### config.mk
export PLATFORM = sky130hd
export DESIGN_NAME = sr_drive_sequencer
export DESIGN_NICKNAME = d
export VERILOG_FILES = /design/src/rtl/sr_pkg.sv /design/src/rtl/sr_drive_sequencer.sv
export SDC_FILE = /design/constraint.sdc
export NUM_CORES = 1
export LEC_CHECK = 0
export CORE_ASPECT_RATIO = 0.8
export CORE_UTILIZATION = 30
export CTS_BUF_LIST = sky130_fd_sc_hd__clkbuf_4 sky130_fd_sc_hd__clkbuf_8
export CTS_CLUSTER_SIZE = 30
export DETAILED_ROUTE_END_ITERATION = 8
export SLEW_MARGIN = 40
export SYNTH_ARGS = -nofsm -noshare
export SYNTH_HDL_FRONTEND = slang
export SYNTH_SLANG_ARGS = --single-unit
### constraint.sdc
create_clock -name clk -period 1.54 [get_ports clk]
set_input_delay 0.154 -clock clk [delete_from_list [all_inputs] [get_ports clk]]
set_output_delay 0.154 -clock clk [all_outputs]
set_load 0.005 [all_outputs]
### src/rtl/sr_pkg.sv
// Shared types and constants for the SR flip-flop drive sequencer.
package sr_pkg;

    typedef enum logic [1:0] {
        IDLE  = 2'd0,
        SETUP = 2'd1,
        PULSE = 2'd2,
        HOLD  = 2'd3
    } sr_seq_state_t;

    localparam logic SR_CMD_SET   = 1'b1;
    localparam logic SR_CMD_RESET = 1'b0;

    localparam int SR_PHASE_W = 4;

    // A phase of N cycles runs while the counter steps down from N-1 to 0.
    function automatic logic [SR_PHASE_W-1:0] phase_load(input int cycles);
        return SR_PHASE_W'(cycles - 1);
    endfunction

endpackage

### src/rtl/sr_drive_sequencer.sv
// Drives s/r/en of a gated SR flip-flop with setup / enable pulse / hold sequencing,
// and tracks the expected latch state and completed command count.
module sr_drive_sequencer
    import sr_pkg::*;
#(
    parameter int SETUP_CYC = 1,
    parameter int PULSE_CYC = 2,
    parameter int HOLD_CYC  = 1
) (
    input  logic       clk,
    input  logic       rst,
    input  logic       req_valid,
    input  logic       req_set,
    output logic       req_ready,
    output logic       s,
    output logic       r,
    output logic       en,
    output logic       busy,
    output logic       done,
    output logic       exp_q,
    output logic       exp_valid,
    output logic [7:0] cmd_count
);

    if (SETUP_CYC < 1 || SETUP_CYC > 15) begin : g_bad_setup
        $error("sr_drive_sequencer: SETUP_CYC must be in 1..15");
    end
    if (PULSE_CYC < 1 || PULSE_CYC > 15) begin : g_bad_pulse
        $error("sr_drive_sequencer: PULSE_CYC must be in 1..15");
    end
    if (HOLD_CYC < 1 || HOLD_CYC > 15) begin : g_bad_hold
        $error("sr_drive_sequencer: HOLD_CYC must be in 1..15");
    end

    sr_seq_state_t         state, state_n;
    logic [SR_PHASE_W-1:0] cnt, cnt_n;
    logic                  cmd, cmd_n;
    logic                  s_n, r_n, en_n;
    logic                  ready_n, busy_n, done_n;
    logic                  exp_q_n, exp_valid_n;
    logic [7:0]            cmd_count_n;

    // Every output is a flop so the flip-flop never sees a combinational glitch.
    always_ff @(posedge clk or posedge rst) begin
        if (rst) begin
            state     <= IDLE;
            cnt       <= '0;
            cmd       <= SR_CMD_RESET;
            s         <= 1'b0;
            r         <= 1'b1;
            en        <= 1'b0;
            req_ready <= 1'b1;
            busy      <= 1'b0;
            done      <= 1'b0;
            exp_q     <= 1'b0;
            exp_valid <= 1'b0;
            cmd_count <= 8'd0;
        end else begin
            state     <= state_n;
            cnt       <= cnt_n;
            cmd       <= cmd_n;
            s         <= s_n;
            r         <= r_n;
            en        <= en_n;
            req_ready <= ready_n;
            busy      <= busy_n;
            done      <= done_n;
            exp_q     <= exp_q_n;
            exp_valid <= exp_valid_n;
            cmd_count <= cmd_count_n;
        end
    end

    // s/r are only reloaded on acceptance in IDLE, so they are frozen while en is high.
    always_comb begin
        state_n     = state;
        cnt_n       = cnt;
        cmd_n       = cmd;
        s_n         = s;
        r_n         = r;
        en_n        = en;
        done_n      = 1'b0;
        exp_q_n     = exp_q;
        exp_valid_n = exp_valid;
        cmd_count_n = cmd_count;

        case (state)
            IDLE: begin
                en_n = 1'b0;
                if (req_valid && req_ready) begin
                    cmd_n   = req_set;
                    s_n     = (req_set == SR_CMD_SET);
                    r_n     = (req_set == SR_CMD_RESET);
                    cnt_n   = phase_load(SETUP_CYC);
                    state_n = SETUP;
                end
            end
            SETUP: begin
                if (cnt == '0) begin
                    en_n    = 1'b1;
                    cnt_n   = phase_load(PULSE_CYC);
                    state_n = PULSE;
                end else begin
                    cnt_n = cnt - 1'b1;
                end
            end
            PULSE: begin
                if (cnt == '0) begin
                    en_n    = 1'b0;
                    cnt_n   = phase_load(HOLD_CYC);
                    state_n = HOLD;
                end else begin
                    cnt_n = cnt - 1'b1;
                end
            end
            HOLD: begin
                if (cnt == '0) begin
                    state_n     = IDLE;
                    done_n      = 1'b1;
                    exp_q_n     = cmd;
                    exp_valid_n = 1'b1;
                    cmd_count_n = cmd_count + 8'd1;
                end else begin
                    cnt_n = cnt - 1'b1;
                end
            end
            default: begin
                state_n = IDLE;
                en_n    = 1'b0;
            end
        endcase

        ready_n = (state_n == IDLE);
        busy_n  = (state_n != IDLE);
    end

endmodule

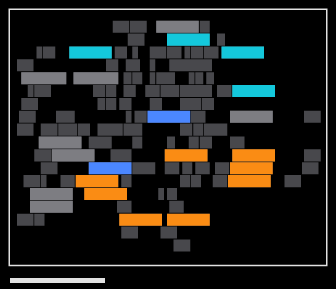
(register map, names as in the netlist)
The bar under the picture is 20 um long. Other sequential cells in the stronger gray, the rest of the logic in the fainter gray.
| signal | color | placed flops |
|---|---|---|
| `state` | blue | 2 |
| `cmd_count` | orange | 8 |
| `cnt` | cyan | 4 |
not colored: 8
total sequential power: 0.00103 W
post-layout util: 0.433
flip-flop and latch area: 553 um^2
Seq area share: 0.406

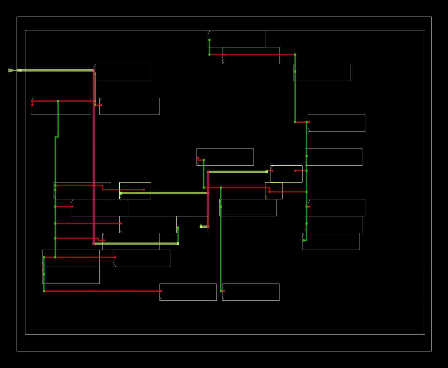
(the clock network)
clock skew: 1.51 ps
Num CTS Buffers: 3
flip-flops: 22
clock network power: 0.000382 W

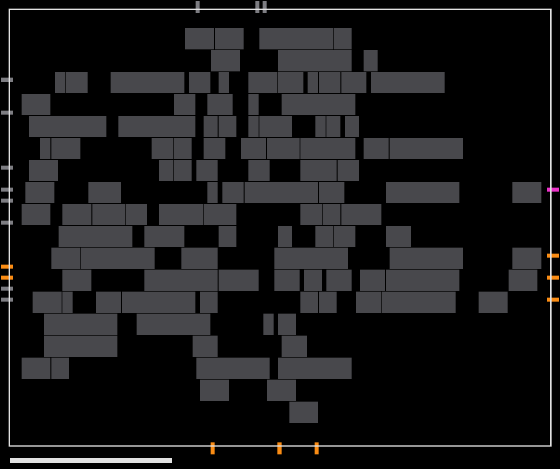
(I/O pins on the die edge)
The bar under the picture is 20 um long. Pins as bars across the die edge, other pins in gray.
| port | color | pins | direction | edge |
|---|---|---|---|---|
| `cmd_count` | orange | 8 | output | 3 south, 3 east, 2 west |
| `en` | magenta | 1 | output | east |

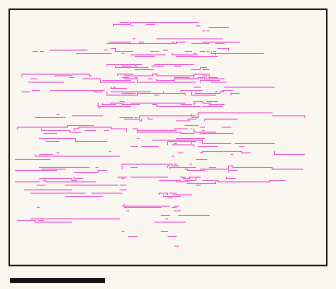
(M1 wires)
The bar under the picture is 20 um long.
wire length on this layer: 1,040 um
longest straight run: 18.9 um
share of all routed wire: 53%

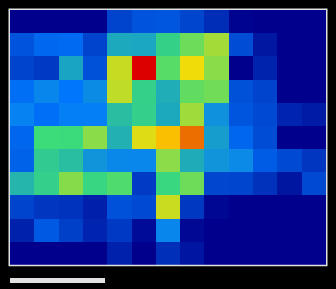
(wiring heat map)
The bar under the picture is 20 um long. 13 x 11 tiles, from dark blue (low) to red (high), scaled to the fullest tile. Values are wire area over tile area, all layers added.
nearly empty tiles: 27%
fullest tile: 0.38
emptiest ninth of the die: south-east

==> impl_metrics.csv <==
group,metric,value,unit
routing,dr.pass1.iters,4,
clock_network,tritoncts,"done",
floorplan,pin_count,20,
timing,period_minus_slack,1460,ps
critical_path,path_buffers,1,
hold_path,min-delay-path-class,"input port to async pin",
synth,yosys.stat.seqShare,0.548,
outcome,outcome,"finished clean",
routing,met3WireLength,97,um
synth,synth_compound_gate_area_share,0.0868,
synth,synth-edff-count,0,
synth,synth.largest_area_cell,"sky130_fd_sc_hd__dfrtp_1",
floorplan,fp.dieArea,3600,um^2
critical_path,worst-r2r-cell-count,5,
clock_network,insertion_delay,260,ps
routing,vias,724,
clock_network,clk_path_buf_depth,2,
finish,syn_to_final_growth,35.2,%
routing,drt-wirelength-per-cell,12.8,um
clock_network,clock_tree.htree_level_count,1,
## final cells by class
cell class	count	area [um^2]	area share
Sequential cell	22	553	0.406
Timing Repair Buffer	27	254	0.186
Multi-Input combinational cell	52	432	0.317
Tap cell	40	50.0	0.0367
Inverter	7	26.3	0.0193
Clock buffer	4	48.8	0.0358
## repair_timing
item | CTS | global route
buffers inserted | 0 | 1
endpoints found under the setup margin | 0 | 13
gates resized | 0 | 7
## metrics by stage
step / setup WS, ps / utilization / hold WS [ps] / area, um^2
after floorplan: 48.1 / - / 142 / 1010
after global placement: 48.4 / 0.408 / 451 / 1280
after detailed placement: 23.1 / 0.408 / 455 / 1280
after CTS: 0.573 / 0.423 / 235 / 1330
after global routing: 15.5 / 0.433 / 274 / 1360
final: 76.4 / 0.433 / 220 / 1360
Power and IR drop assume default switching activity.
